==> config.mk <==
export PLATFORM = sky130hd
export DESIGN_NAME = mc_control_fsm_flat
export DESIGN_NICKNAME = d
export VERILOG_FILES = /design/src/rtl/riscv_ctrl_pkg.sv /design/src/rtl/mc_control_fsm_if.sv /design/src/rtl/mem_wait_timer.sv /design/src/rtl/mc_control_fsm.sv /design/src/flat_wrapper.sv
export SDC_FILE = /design/constraint.sdc
export NUM_CORES = 1
export LEC_CHECK = 0
export CORE_UTILIZATION = 40
export CTS_BUF_LIST = sky130_fd_sc_hd__clkbuf_8
export DETAILED_ROUTE_END_ITERATION = 10
export PLACE_DENSITY = 0.72
export REMOVE_ABC_BUFFERS = 1
export SETUP_SLACK_MARGIN = 0.5
export SLEW_MARGIN = 5
export SYNTH_ARGS = -nofsm -noshare
export SYNTH_HDL_FRONTEND = slang
export SYNTH_SLANG_ARGS = --single-unit
==> constraint.sdc <==
create_clock -name clk -period 3.93 [get_ports clk]
set_clock_uncertainty 0.1 [all_clocks]
set_input_delay 0.9825 -clock clk [delete_from_list [all_inputs] [get_ports clk]]
set_output_delay 0.9825 -clock clk [all_outputs]
set_load 0.01 [all_outputs]
==> src/rtl/riscv_ctrl_pkg.sv <==
// Shared encodings for the multi-cycle RV32I controller: state enum, opcodes,
// datapath mux selects and the immediate-format decode.
package riscv_ctrl_pkg;

  typedef enum logic [3:0] {
    S_FETCH    = 4'd0,
    S_DECODE   = 4'd1,
    S_MEMADR   = 4'd2,
    S_MEMREAD  = 4'd3,
    S_MEMWB    = 4'd4,
    S_MEMWRITE = 4'd5,
    S_EXECR    = 4'd6,
    S_EXECI    = 4'd7,
    S_ALUWB    = 4'd8,
    S_BRANCH   = 4'd9,
    S_JAL      = 4'd10,
    S_JALR     = 4'd11,
    S_UPPER    = 4'd12,
    S_FAULT    = 4'd13
  } state_t;

  localparam logic [6:0] OP_LOAD   = 7'b0000011;
  localparam logic [6:0] OP_STORE  = 7'b0100011;
  localparam logic [6:0] OP_R      = 7'b0110011;
  localparam logic [6:0] OP_I      = 7'b0010011;
  localparam logic [6:0] OP_BRANCH = 7'b1100011;
  localparam logic [6:0] OP_JAL    = 7'b1101111;
  localparam logic [6:0] OP_JALR   = 7'b1100111;
  localparam logic [6:0] OP_LUI    = 7'b0110111;
  localparam logic [6:0] OP_AUIPC  = 7'b0010111;

  localparam logic [1:0] SRCA_PC    = 2'b00;
  localparam logic [1:0] SRCA_OLDPC = 2'b01;
  localparam logic [1:0] SRCA_RS1   = 2'b10;
  localparam logic [1:0] SRCA_ZERO  = 2'b11;

  localparam logic [1:0] SRCB_RS2  = 2'b00;
  localparam logic [1:0] SRCB_IMM  = 2'b01;
  localparam logic [1:0] SRCB_FOUR = 2'b10;

  localparam logic [1:0] ALU_ADD   = 2'b00;
  localparam logic [1:0] ALU_SUB   = 2'b01;
  localparam logic [1:0] ALU_FUNCT = 2'b10;

  localparam logic [1:0] RES_ALUOUT = 2'b00;
  localparam logic [1:0] RES_MEM    = 2'b01;
  localparam logic [1:0] RES_ALU    = 2'b10;

  localparam logic [2:0] IMM_I = 3'b000;
  localparam logic [2:0] IMM_S = 3'b001;
  localparam logic [2:0] IMM_B = 3'b010;
  localparam logic [2:0] IMM_J = 3'b011;
  localparam logic [2:0] IMM_U = 3'b100;

  function automatic logic [2:0] imm_sel(input logic [6:0] op);
    case (op)
      OP_STORE:          return IMM_S;
      OP_BRANCH:         return IMM_B;
      OP_JAL:            return IMM_J;
      OP_LUI, OP_AUIPC:  return IMM_U;
      default:           return IMM_I;
    endcase
  endfunction

endpackage

==> src/rtl/mc_control_fsm_if.sv <==
// Controller <-> datapath/memory bundle. master = controller, slave = datapath side.
interface mc_control_fsm_if;
  logic [6:0] opcode;
  logic       cond_met;
  logic       mem_ready;
  logic       mem_req;
  logic       mem_write;
  logic       adr_src;
  logic       ir_write;
  logic       pc_write;
  logic       reg_write;
  logic [1:0] alu_src_a;
  logic [1:0] alu_src_b;
  logic [1:0] alu_op;
  logic [1:0] result_src;
  logic [2:0] imm_src;
  logic       fault;
  logic [3:0] state_dbg;

  modport master (
    input  opcode, cond_met, mem_ready,
    output mem_req, mem_write, adr_src, ir_write, pc_write, reg_write,
           alu_src_a, alu_src_b, alu_op, result_src, imm_src, fault, state_dbg
  );

  modport slave (
    output opcode, cond_met, mem_ready,
    input  mem_req, mem_write, adr_src, ir_write, pc_write, reg_write,
           alu_src_a, alu_src_b, alu_op, result_src, imm_src, fault, state_dbg
  );
endinterface

==> src/rtl/mem_wait_timer.sv <==
// Counts stalled memory-request cycles; flags a timeout when the count reaches
// MEM_TIMEOUT while the access is still pending (MEM_TIMEOUT=0 disables it).
module mem_wait_timer #(
  parameter int MEM_TIMEOUT = 15
) (
  input  logic clk,
  input  logic reset,
  input  logic mem_req,
  input  logic mem_ready,
  input  logic clr,
  output logic timeout
);
  localparam int CW = (MEM_TIMEOUT > 0) ? $clog2(MEM_TIMEOUT + 1) : 1;

  logic [CW-1:0] cnt;

  always_ff @(posedge clk) begin
    if (!reset)                 cnt <= '0;
    else if (clr || mem_ready)  cnt <= '0;
    else if (mem_req)           cnt <= cnt + CW'(1);
  end

  // mem_ready in the same cycle overrides the timeout so the access completes
  assign timeout = (MEM_TIMEOUT != 0) && mem_req && !mem_ready &&
                   (cnt == CW'(MEM_TIMEOUT));
endmodule

==> src/rtl/mc_control_fsm.sv <==
// Multi-cycle RV32I controller: sequences fetch/decode/execute/memory/writeback
// and drives every datapath enable and mux select from the current state.
module mc_control_fsm
  import riscv_ctrl_pkg::*;
#(
  parameter int MEM_TIMEOUT = 15
) (
  input  logic             clk,
  input  logic             reset,
  mc_control_fsm_if.master bus
);
  state_t     state, state_nxt;
  logic       timeout;
  logic       req, wr, asrc, irw, pcw, rgw;
  logic [1:0] sa, sb, aop, rsrc;

  mem_wait_timer #(.MEM_TIMEOUT(MEM_TIMEOUT)) u_timer (
    .clk       (clk),
    .reset     (reset),
    .mem_req   (req),
    .mem_ready (bus.mem_ready),
    .clr       (state_nxt != state),
    .timeout   (timeout)
  );

  always_ff @(posedge clk) begin
    if (!reset) state <= S_FETCH;
    else        state <= state_nxt;
  end

  always_comb begin
    state_nxt = state;
    case (state)
      S_FETCH:    if (bus.mem_ready) state_nxt = S_DECODE;
                  else if (timeout)  state_nxt = S_FAULT;
      S_DECODE:
        case (bus.opcode)
          OP_LOAD, OP_STORE: state_nxt = S_MEMADR;
          OP_R:              state_nxt = S_EXECR;
          OP_I:              state_nxt = S_EXECI;
          OP_BRANCH:         state_nxt = S_BRANCH;
          OP_JAL:            state_nxt = S_JAL;
          OP_JALR:           state_nxt = S_JALR;
          OP_LUI, OP_AUIPC:  state_nxt = S_UPPER;
          default:           state_nxt = S_FAULT;
        endcase
      S_MEMADR:   state_nxt = (bus.opcode == OP_LOAD) ? S_MEMREAD : S_MEMWRITE;
      S_MEMREAD:  if (bus.mem_ready) state_nxt = S_MEMWB;
                  else if (timeout)  state_nxt = S_FAULT;
      S_MEMWRITE: if (bus.mem_ready) state_nxt = S_FETCH;
                  else if (timeout)  state_nxt = S_FAULT;
      S_MEMWB, S_ALUWB, S_BRANCH:  state_nxt = S_FETCH;
      S_EXECR, S_EXECI, S_UPPER:   state_nxt = S_ALUWB;
      S_JALR:     state_nxt = S_JAL;
      S_JAL:      state_nxt = S_ALUWB;
      S_FAULT:    state_nxt = S_FAULT;
      default:    state_nxt = S_FAULT;
    endcase
  end

  always_comb begin
    req  = 1'b0;  wr  = 1'b0;  asrc = 1'b0;
    irw  = 1'b0;  pcw = 1'b0;  rgw  = 1'b0;
    sa   = SRCA_PC;  sb = SRCB_RS2;  aop = ALU_ADD;  rsrc = RES_ALUOUT;
    case (state)
      S_FETCH: begin
        req = 1'b1;  irw = bus.mem_ready;  pcw = bus.mem_ready;
        sb  = SRCB_FOUR;  rsrc = RES_ALU;
      end
      S_DECODE:          begin sa = SRCA_OLDPC; sb = SRCB_IMM; end
      S_MEMADR, S_JALR:  begin sa = SRCA_RS1;   sb = SRCB_IMM; end
      S_MEMREAD:         begin req = 1'b1; asrc = 1'b1; end
      S_MEMWB:           begin rsrc = RES_MEM; rgw = 1'b1; end
      S_MEMWRITE:        begin req = 1'b1; wr = 1'b1; asrc = 1'b1; end
      S_EXECR:           begin sa = SRCA_RS1; sb = SRCB_RS2; aop = ALU_FUNCT; end
      S_EXECI:           begin sa = SRCA_RS1; sb = SRCB_IMM; aop = ALU_FUNCT; end
      S_ALUWB:           rgw = 1'b1;
      S_BRANCH: begin
        sa = SRCA_RS1;  sb = SRCB_RS2;  aop = ALU_SUB;  pcw = bus.cond_met;
      end
      S_JAL:             begin pcw = 1'b1; sa = SRCA_OLDPC; sb = SRCB_FOUR; end
      S_UPPER: begin
        sb = SRCB_IMM;
        sa = (bus.opcode == OP_LUI) ? SRCA_ZERO : SRCA_OLDPC;
      end
      default: ;
    endcase
  end

  // Reset low kills any in-flight access in the same cycle so no store commits
  assign bus.mem_req    = req  & reset;
  assign bus.mem_write  = wr   & reset;
  assign bus.ir_write   = irw  & reset;
  assign bus.pc_write   = pcw  & reset;
  assign bus.reg_write  = rgw  & reset;
  assign bus.adr_src    = asrc;
  assign bus.alu_src_a  = sa;
  assign bus.alu_src_b  = sb;
  assign bus.alu_op     = aop;
  assign bus.result_src = rsrc;
  assign bus.imm_src    = imm_sel(bus.opcode);
  assign bus.fault      = (state == S_FAULT);
  assign bus.state_dbg  = state;
endmodule

==> src/flat_wrapper.sv <==
// flat-port wrapper written by rule: the top's interface ports become plain ports
module mc_control_fsm_flat import riscv_ctrl_pkg::*;
#(
  parameter int MEM_TIMEOUT = 15
)
  (clk, reset, bus_opcode, bus_cond_met, bus_mem_ready, bus_mem_req, bus_mem_write, bus_adr_src, bus_ir_write, bus_pc_write, bus_reg_write, bus_alu_src_a, bus_alu_src_b, bus_alu_op, bus_result_src, bus_imm_src, bus_fault, bus_state_dbg);
  mc_control_fsm_if bus_i ();
  input  logic clk;
  input  logic reset;
  input wire logic [$bits(bus_i.opcode)-1:0] bus_opcode;
  input wire logic [$bits(bus_i.cond_met)-1:0] bus_cond_met;
  input wire logic [$bits(bus_i.mem_ready)-1:0] bus_mem_ready;
  output wire logic [$bits(bus_i.mem_req)-1:0] bus_mem_req;
  output wire logic [$bits(bus_i.mem_write)-1:0] bus_mem_write;
  output wire logic [$bits(bus_i.adr_src)-1:0] bus_adr_src;
  output wire logic [$bits(bus_i.ir_write)-1:0] bus_ir_write;
  output wire logic [$bits(bus_i.pc_write)-1:0] bus_pc_write;
  output wire logic [$bits(bus_i.reg_write)-1:0] bus_reg_write;
  output wire logic [$bits(bus_i.alu_src_a)-1:0] bus_alu_src_a;
  output wire logic [$bits(bus_i.alu_src_b)-1:0] bus_alu_src_b;
  output wire logic [$bits(bus_i.alu_op)-1:0] bus_alu_op;
  output wire logic [$bits(bus_i.result_src)-1:0] bus_result_src;
  output wire logic [$bits(bus_i.imm_src)-1:0] bus_imm_src;
  output wire logic [$bits(bus_i.fault)-1:0] bus_fault;
  output wire logic [$bits(bus_i.state_dbg)-1:0] bus_state_dbg;
  assign bus_i.opcode = bus_opcode;
  assign bus_i.cond_met = bus_cond_met;
  assign bus_i.mem_ready = bus_mem_ready;
  assign bus_mem_req = bus_i.mem_req;
  assign bus_mem_write = bus_i.mem_write;
  assign bus_adr_src = bus_i.adr_src;
  assign bus_ir_write = bus_i.ir_write;
  assign bus_pc_write = bus_i.pc_write;
  assign bus_reg_write = bus_i.reg_write;
  assign bus_alu_src_a = bus_i.alu_src_a;
  assign bus_alu_src_b = bus_i.alu_src_b;
  assign bus_alu_op = bus_i.alu_op;
  assign bus_result_src = bus_i.result_src;
  assign bus_imm_src = bus_i.imm_src;
  assign bus_fault = bus_i.fault;
  assign bus_state_dbg = bus_i.state_dbg;
  mc_control_fsm #(.MEM_TIMEOUT(MEM_TIMEOUT)) u_core (.clk(clk), .reset(reset), .bus(bus_i));
endmodule
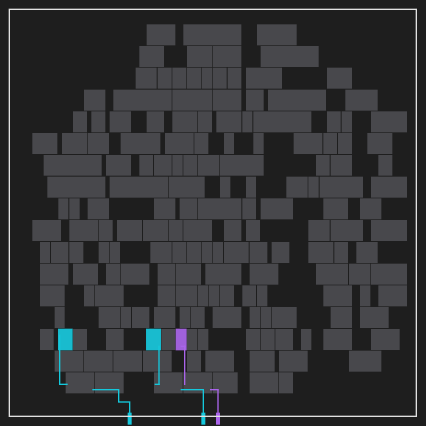
Figure 1: run 1, port wiring.
(8 px per um)
- bus_alu_src_b: cyan (bits 2; direction output; edge south; end cells 2; buffers 2; wire 25.4 um)
- bus_fault: purple (bits 1; direction output; edge south; end cells 1; buffers 1; wire 9.00 um)

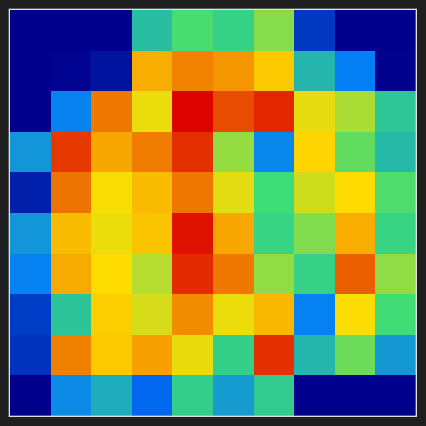
Figure 2: run 1, cell density map.
(8 px per um) 10 x 10 tiles, from dark blue (low) to red (high), 0 to 100% covered.
- fullest tile: 100%
- emptiest ninth of the die: north-west
- tiles over 75% full: 33%
- mean over tiles: 53%
- nearly empty tiles: 13%
fin util: 0.629
core area: 0.00223 sq mm
Init Core Util: 0.425

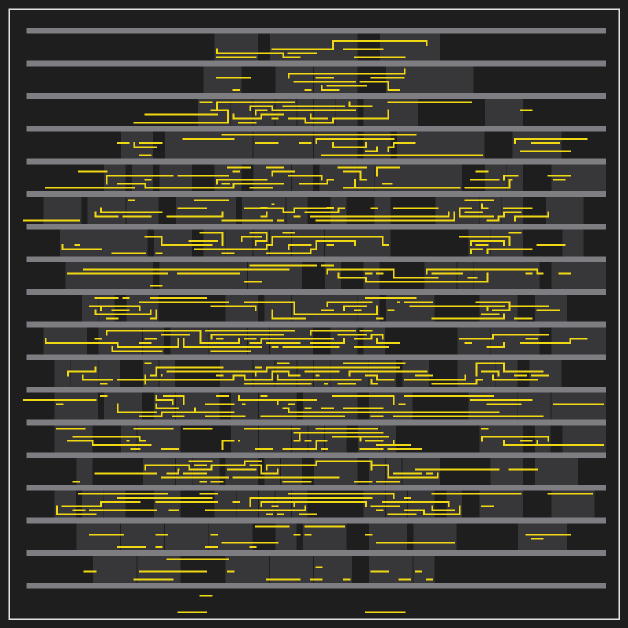
Figure 3: run 1, metal 1.
(12 px per um) Supply wires on this layer in grey. Cells faint in the background.
- main direction: horizontal
- nets with wire on the layer: 172
- wire length on this layer: 1,280 um
- longest straight run: 17.5 um
- share of all routed wire: 44%

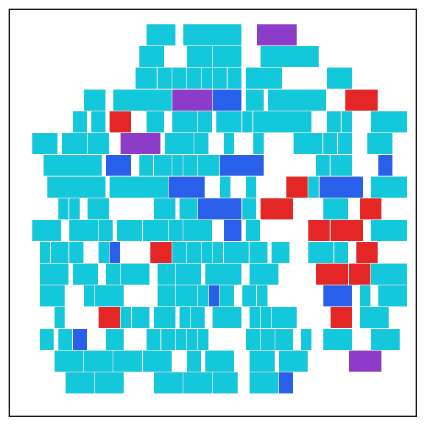
Figure 4: run 1, sizing map.
(8 px per um)
- drive 6 and up: purple (cells 4; share 2.3%)
- drive 1 or less: cyan (cells 143; share 83%)
- drive 3 to 4: red (cells 13; share 7.5%)
- drive 2: blue (cells 13; share 7.5%)
Layout area overhead: 48.2%
Design Area, Final: 0.00141 sq mm
Final WS setup: 0.638 ns
Signal buffers: 42

==> impl_metrics.env, run 1 <==
# yosys + openroad results
export IMPL_status="finished clean"
export IMPL_worstPathMaxFanout=2
export IMPL_setup_worst_path_class="in -> out"
export IMPL_die_area_sq_mm=0.00257
export IMPL_ys_seq_share=0.169
export IMPL_ys_warn_count=0
export IMPL_yosysCellCount=137
export IMPL_post_drt_wl_per_cell_um=14.4
export IMPL_edf_count=0
export IMPL_switching_share=0.421
export IMPL_setup_tns_final_ns=0
export IMPL_place_ws_ns=-0.0181
export IMPL_setup_viol=0
export IMPL_sequentialPowerShare=0.237
export IMPL_timing_fmax_ghz=0.304
export IMPL_clock_power_share=0.187
export IMPL_synthAdderAreaFrac=0.0237
export IMPL_ys_sh_simple=0.379
export IMPL_synth_compound_area_share=0.281
export IMPL_grt_pass1_wl_um=4880
export IMPL_cp_arrival_ns=2.21
export IMPL_p_comb_frac=0.576
export IMPL_slowest_stage="clkdlybuf4s50_1"
export IMPL_ir_drop_v=0.000316
export IMPL_grtUsageTotal=0.246
export IMPL_io_buffers=32
export IMPL_layout_top_cell="clkdlybuf4s50_1"
export IMPL_die_height_um=50.7
export IMPL_path_clk_slew_ns=0.04
export IMPL_maxSlewViolCount=0
export IMPL_cts_tree="built"
export IMPL_drtIter0Drc=18
export IMPL_warnings=26
export IMPL_numCtsBuffers=3
export IMPL_rsz0062_at_grt="false"
export IMPL_placementRows=17
export IMPL_synth_area_yosys_sq_um=948
export IMPL_via_per_inst=5.89
export IMPL_synth_cell_types=48
export IMPL_cp_data_required_time_ns=2.85
export IMPL_xor_share=0.0554
export IMPL_vias=1184
export IMPL_ios=33
export IMPL_netlist_area_sq_um=948
export IMPL_yosys_mux_area_fraction=0.0317
export IMPL_grt_pass1_vias=1091
export IMPL_antenna_found_initial=0
export IMPL_cp_end_kind="output port"
export IMPL_hold_path_class="reg -> reg"
export IMPL_maxSlewHeadroom=0.478
export IMPL_p_sw_mw=0.219
export IMPL_worst_pin_slew_ns=0.782
export IMPL_p_total_mw=0.520
export IMPL_cts_buffer_depth=2
export IMPL_path_buffers=2
export IMPL_drive_gt1_frac=0.173
export IMPL_critPathTopFamily="buffers and inverters"
export IMPL_finish_net_count=187
export IMPL_synth_seq_cells=8
export IMPL_cp_start_kind="input port"
export IMPL_hpwlAfterDp_um=2110
export IMPL_grt_max_degree=23
export IMPL_die_w_um=50.7
export IMPL_synthesis_instances=137
export IMPL_synthArstFlopShare=0
export IMPL_antennaDiodeCount=0
export IMPL_crit_chain="clkdlybuf4s50_1 -> nor2b_2 -> a21oi_1 -> o22a_1 -> nor3_1 -> buf_2"
export IMPL_first_pass_iters=4
export IMPL_period_used=0.838
export IMPL_post_cts_buffers=0
export IMPL_insertion_delay_ns=0.23
export IMPL_max_cap_viol_count=0
export IMPL_synth_avg_cell_area_sq_um=6.92
export IMPL_instances_no_fill=201
export IMPL_p_per_area_mw_per_mm2=370
export IMPL_lay_top_cells="19 x clkdlybuf4s50_1, 15 x nor2_1, 13 x nor3_1"
## run 1: metrics by stage
stage / cell area [sq um] / utilization
after floorplan: 913 / -
after global placement: 1340 / 0.602
after detailed placement: 1340 / 0.602
after CTS: 1380 / 0.619
after global routing: 1410 / 0.629
final: 1410 / 0.629
## run 1: power by group through the flow
stage	sequential [mW]	combinational, mW	clock (mW)
final	0.123	0.299	0.0973
after floorplan	0.127	0.164	0
after detailed placement	0.124	0.300	0
after global placement	0.123	0.297	0
after global routing	0.127	0.327	0.101
after CTS	0.122	0.298	0.0980
## run 1: synthesized netlist by cell type (2+ instances only)
| cell | instances | area share |
|---|---|---|
| nand3b_1 | 2 | 0.016 |
| clkbuf_1 | 7 | 0.028 |
| nor2b_1 | 3 | 0.020 |
| o22ai_1 | 2 | 0.013 |
| nand3_1 | 5 | 0.026 |
| nor2_1 | 16 | 0.063 |
| a21oi_1 | 9 | 0.047 |
| o21ai_0 | 7 | 0.037 |
| o221ai_1 | 2 | 0.018 |
| inv_1 | 5 | 0.020 |
| o211ai_1 | 2 | 0.016 |
| nand2b_1 | 3 | 0.020 |
| mux2i_1 | 3 | 0.032 |
| a31oi_1 | 2 | 0.013 |
| xor2_1 | 2 | 0.018 |
| nand2_1 | 9 | 0.036 |
| and3_1 | 2 | 0.013 |
| nor3_1 | 13 | 0.069 |
| o21a_1 | 2 | 0.016 |
| nand4b_1 | 3 | 0.028 |
| dfxtp_1 | 8 | 0.17 |
| xnor2_1 | 4 | 0.037 |
## run 1: worst min-delay path, delay by kind of cell (launching register included)
kind / cells / cell delay, ns
DFF: 1 / 0.32
muxes: 1 / 0.13
and+or+nand+nor: 1 / 0.06
## run 1: logic make-up after synthesis
kind of cell / after synthesis
AND/OR/NAND/NOR: 65
AND-OR/OR-AND: 38
buffers and inverters: 15
flip-flops: 8
XOR/XNOR: 6
multiplexers: 3
adder cells (fa/ha/maj): 2
## run 1: layer usage
layer / part of all wire / up-vias / global-route usage
met3: 0.048 / 5 / 0.0424
met5: 0 / - / 0
met2: 0.50 / 40 / 0.407
li1: - / 585 / -
met1: 0.44 / 554 / 0.319
met4: 0.0086 / 0 / 0.0787
## run 1: worst paths after layout
| path | startpoint | to | slack [ns] | depth (start not counted) |
|---|---|---|---|---|
| max reg2reg | u_core.bus.state_dbg[3] | u_core.u_timer.cnt[3] | 1.58 | 5 |
| max | bus_mem_ready | bus_pc_write | 0.64 | 6 |
| min | u_core.u_timer.cnt[1] | u_core.u_timer.cnt[1] | 0.46 | 2 |
| min reg2reg | u_core.u_timer.cnt[1] | u_core.u_timer.cnt[1] | 0.46 | 2 |
## run 1: timing repair
action,4_1_cts,5_1_grt
hold buffers,0,0
pin swaps,1,3
resized,23,10
setup endpoints to repair,8,5
cloned,0,0
## run 1: registers in the layout, summed over array words and instances (netlist names)
name                  cells
u_core.u_timer.cnt        4
u_core.bus.state_dbg      4
## run 1: cell type report
cell class                      instances  area [sq um]
Fill cell                             200           828
Clock buffer                            3          41.3
Sequential cell                         8           160
Tap cell                               28          35.0
Inverter                                6          22.5
Multi-Input combinational cell        114           754
Timing Repair Buffer                   42           392
Figure 5. Placement view (run 1).
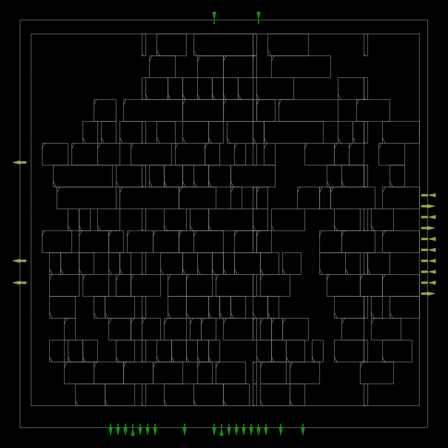

## Run 2: what changed since run 1
- clock period: 3.93 -> 3.45 ns (I/O delays scaled with it)
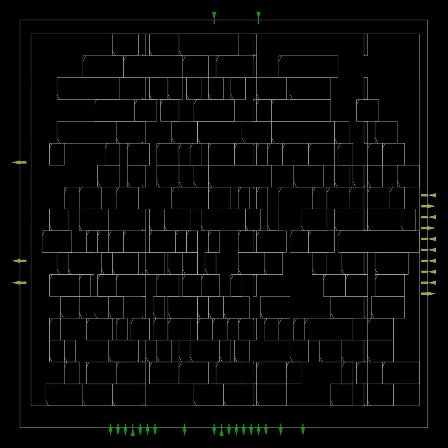
Figure 6: run 2, placement view.
Filler Cell Count: 217
Core Rows: 17
n_taps: 28
fin util: 0.643
sequential share of cell area: 0.114

==> run 2 against run 1 <==
Against the previous run:
- die size unchanged
- clock-buffer cell count unchanged
- critical path depth decreased by 2
- cell area increased by 2.2%
==> impl_metrics.env, run 2 <==
# yosys + openroad results
export IMPL_instances_no_fill=206
export IMPL_synth_area_yosys_sq_um=948
export IMPL_numCtsBuffers=3
export IMPL_top_area_frac=0.169
export IMPL_synth_seq_cells=8
export IMPL_post_drt_wl_per_cell_um=14.3
export IMPL_die_w_um=50.7
export IMPL_via_per_inst=5.79
export IMPL_top_area_cell="dfxtp_1"
export IMPL_io_buffers=32
export IMPL_worstHoldEndpoint="u_core.u_timer.cnt[1]"
export IMPL_synthArstFlopShare=0
export IMPL_ys_warn_count=0
export IMPL_ys_seq_share=0.169
export IMPL_worstPathMaxFanout=6
export IMPL_ff2ff_path_depth=5
export IMPL_logic_area_sq_um=779
export IMPL_warnings=27
export IMPL_place_ws_ns=-0.279
export IMPL_cp_data_required_time_ns=2.49
export IMPL_period_used=0.852
export IMPL_ios=33
export IMPL_maxSlewHeadroom=0.628
export IMPL_die_height_um=50.7
export IMPL_die_area_sq_mm=0.00257
export IMPL_initCoreUtil=0.425
export IMPL_rsz0062_at_grt="true"
export IMPL_design_core_area_sq_mm=0.00223
export IMPL_setup_worst_path_class="in -> out"
export IMPL_grt_pass1_vias=1097
export IMPL_r2r_end="u_core.u_timer.cnt[0]"
export IMPL_layout_top_cell="nor2_1"
export IMPL_grtUsageTotal=0.245
export IMPL_synth_avg_cell_area_sq_um=6.92
export IMPL_setup_viol=0
export IMPL_common_cells="16 x nor2_1, 13 x nor3_1, 9 x a21oi_1, 9 x nand2_1, 8 x dfxtp_1"
export IMPL_status="finished clean"
export IMPL_finish_net_count=192
export IMPL_holdCritStartpoint="u_core.u_timer.cnt[1]"
export IMPL_cp_end_kind="output port"
export IMPL_cp_start_kind="input port"
export IMPL_drive_gt1_frac=0.247
export IMPL_antennaDiodeCount=0
export IMPL_worst_pin_slew_ns=0.557
export IMPL_grt_pass1_wl_um=4800
export IMPL_hold_path_class="reg -> reg"
export IMPL_cts_tree="built"
export IMPL_max_cap_viol_count=0
export IMPL_syn_to_final_growth_pct=51.5
export IMPL_cp_arrival_ns=1.98
export IMPL_regArea_sq_um=164
export IMPL_maxSlewViolCount=0
export IMPL_first_pass_iters=5
export IMPL_synth_cell_types=48
export IMPL_insertion_delay_ns=0.23
export IMPL_lay_top_cells="15 x nor2_1, 14 x clkdlybuf4s50_1, 14 x buf_4, 13 x nor3_1"
export IMPL_path_clk_slew_ns=0.04
export IMPL_grt_overflow=0
export IMPL_rrSetupSlack_ns=1.40
export IMPL_p_total_mw=0.598
export IMPL_ir_drop_v=0.000395
export IMPL_synthesis_instances=137
export IMPL_vias=1192
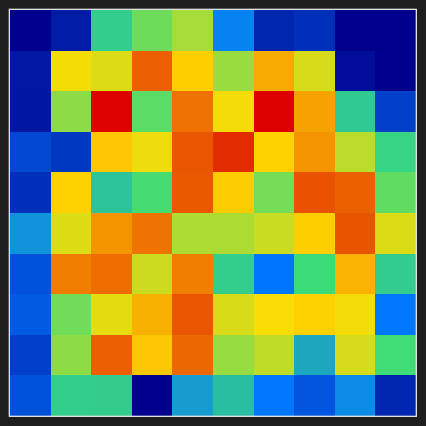
Figure 7: run 2, cell density map.
(8 px per um) 10 x 10 tiles, from dark blue (low) to red (high), 0 to 100% covered.
- fullest tile: 100%
- nearly empty tiles: 5.0%
- tiles over 75% full: 31%
- emptiest ninth of the die: north-east
- mean over tiles: 55%

run 2: cell count changes in the layout (fill, tap and decap cells not counted), moves of 3 or more:
cell,change
dfxtp_2,+3
buf_4,+5
dfxtp_1,-3
dlymetal6s2s_1,-3
clkdlybuf4s50_1,-5
clkbuf_2,+3
run 2: worst max path at each step:
stage	startpoint	endpoint	slack [ns]	cells past startpoint
after floorplan	bus_opcode[3]	bus_imm_src[0]	0.56	2
after global placement	bus_opcode[3]	bus_alu_src_a[1]	-0.23	6
after detailed placement	bus_opcode[3]	bus_imm_src[0]	-0.28	4
after CTS	bus_opcode[2]	bus_imm_src[0]	0.48	4
after global routing	reset	bus_mem_write	0.45	4
final	reset	bus_mem_write	0.51	4
run 2: routing by layer:
| layer | share of wire | track usage | wire length (um) | vias to the layer above |
|---|---|---|---|---|
| met5 | 0 | 0 | 0 | - |
| met4 | 0.0054 | 0.0509 | 16 | 0 |
| met3 | 0.049 | 0.0424 | 145 | 2 |
| met2 | 0.52 | 0.444 | 1520 | 40 |
| met1 | 0.43 | 0.298 | 1260 | 556 |
| li1 | - | - | - | 594 |
run 2: what timing repair did:
item / CTS / global route
pin swaps: 6 / 8
setup buffers: 1 / 1
cloned: 0 / 0
hold buffers: 0 / 0
gates resized: 47 / 11
setup endpoints to repair: 11 / 13
run 2: cell type report:
class	instances	area share
Timing Repair Buffer	47	0.274
Inverter	6	0.0157
Multi-Input combinational cell	114	0.543
Sequential cell	8	0.114
Tap cell	28	0.0244
Clock buffer	3	0.0287
run 2: kinds of logic after synthesis:
kind of cell / share of synthesized area
xor+xnor: 0.0554
flops: 0.169
fa+ha+maj: 0.0237
simple gates: 0.379
compound gates: 0.281
mux: 0.0317
buf+inv: 0.0607
run 2: power breakdown:
part           leakage, nW  total, mW  switching (mW)  internal [mW]
sequential          0.0664      0.142          0.0377          0.105
clock               0.0216      0.110          0.0346         0.0754
combinational        0.493      0.346           0.182          0.165
run 2: per-stage QoR:
step,setup TNS [ns],hold slack (ns)
2_1_floorplan,0,0.412
3_3_place_gp,-0.432,0.427
3_5_place_dp,-0.593,0.440
4_1_cts,0,0.446
5_1_grt,0,0.493
6_report,0,0.448
run 2: worst max-delay path, stage by stage:
cell,delay (ns)
clkdlybuf4s50_1,0.54
inv_2,0.11
nor3_1,0.20
clkdlybuf4s15_1,0.26
Power figures rest on the tool's default switching activity, not on a simulated workload.
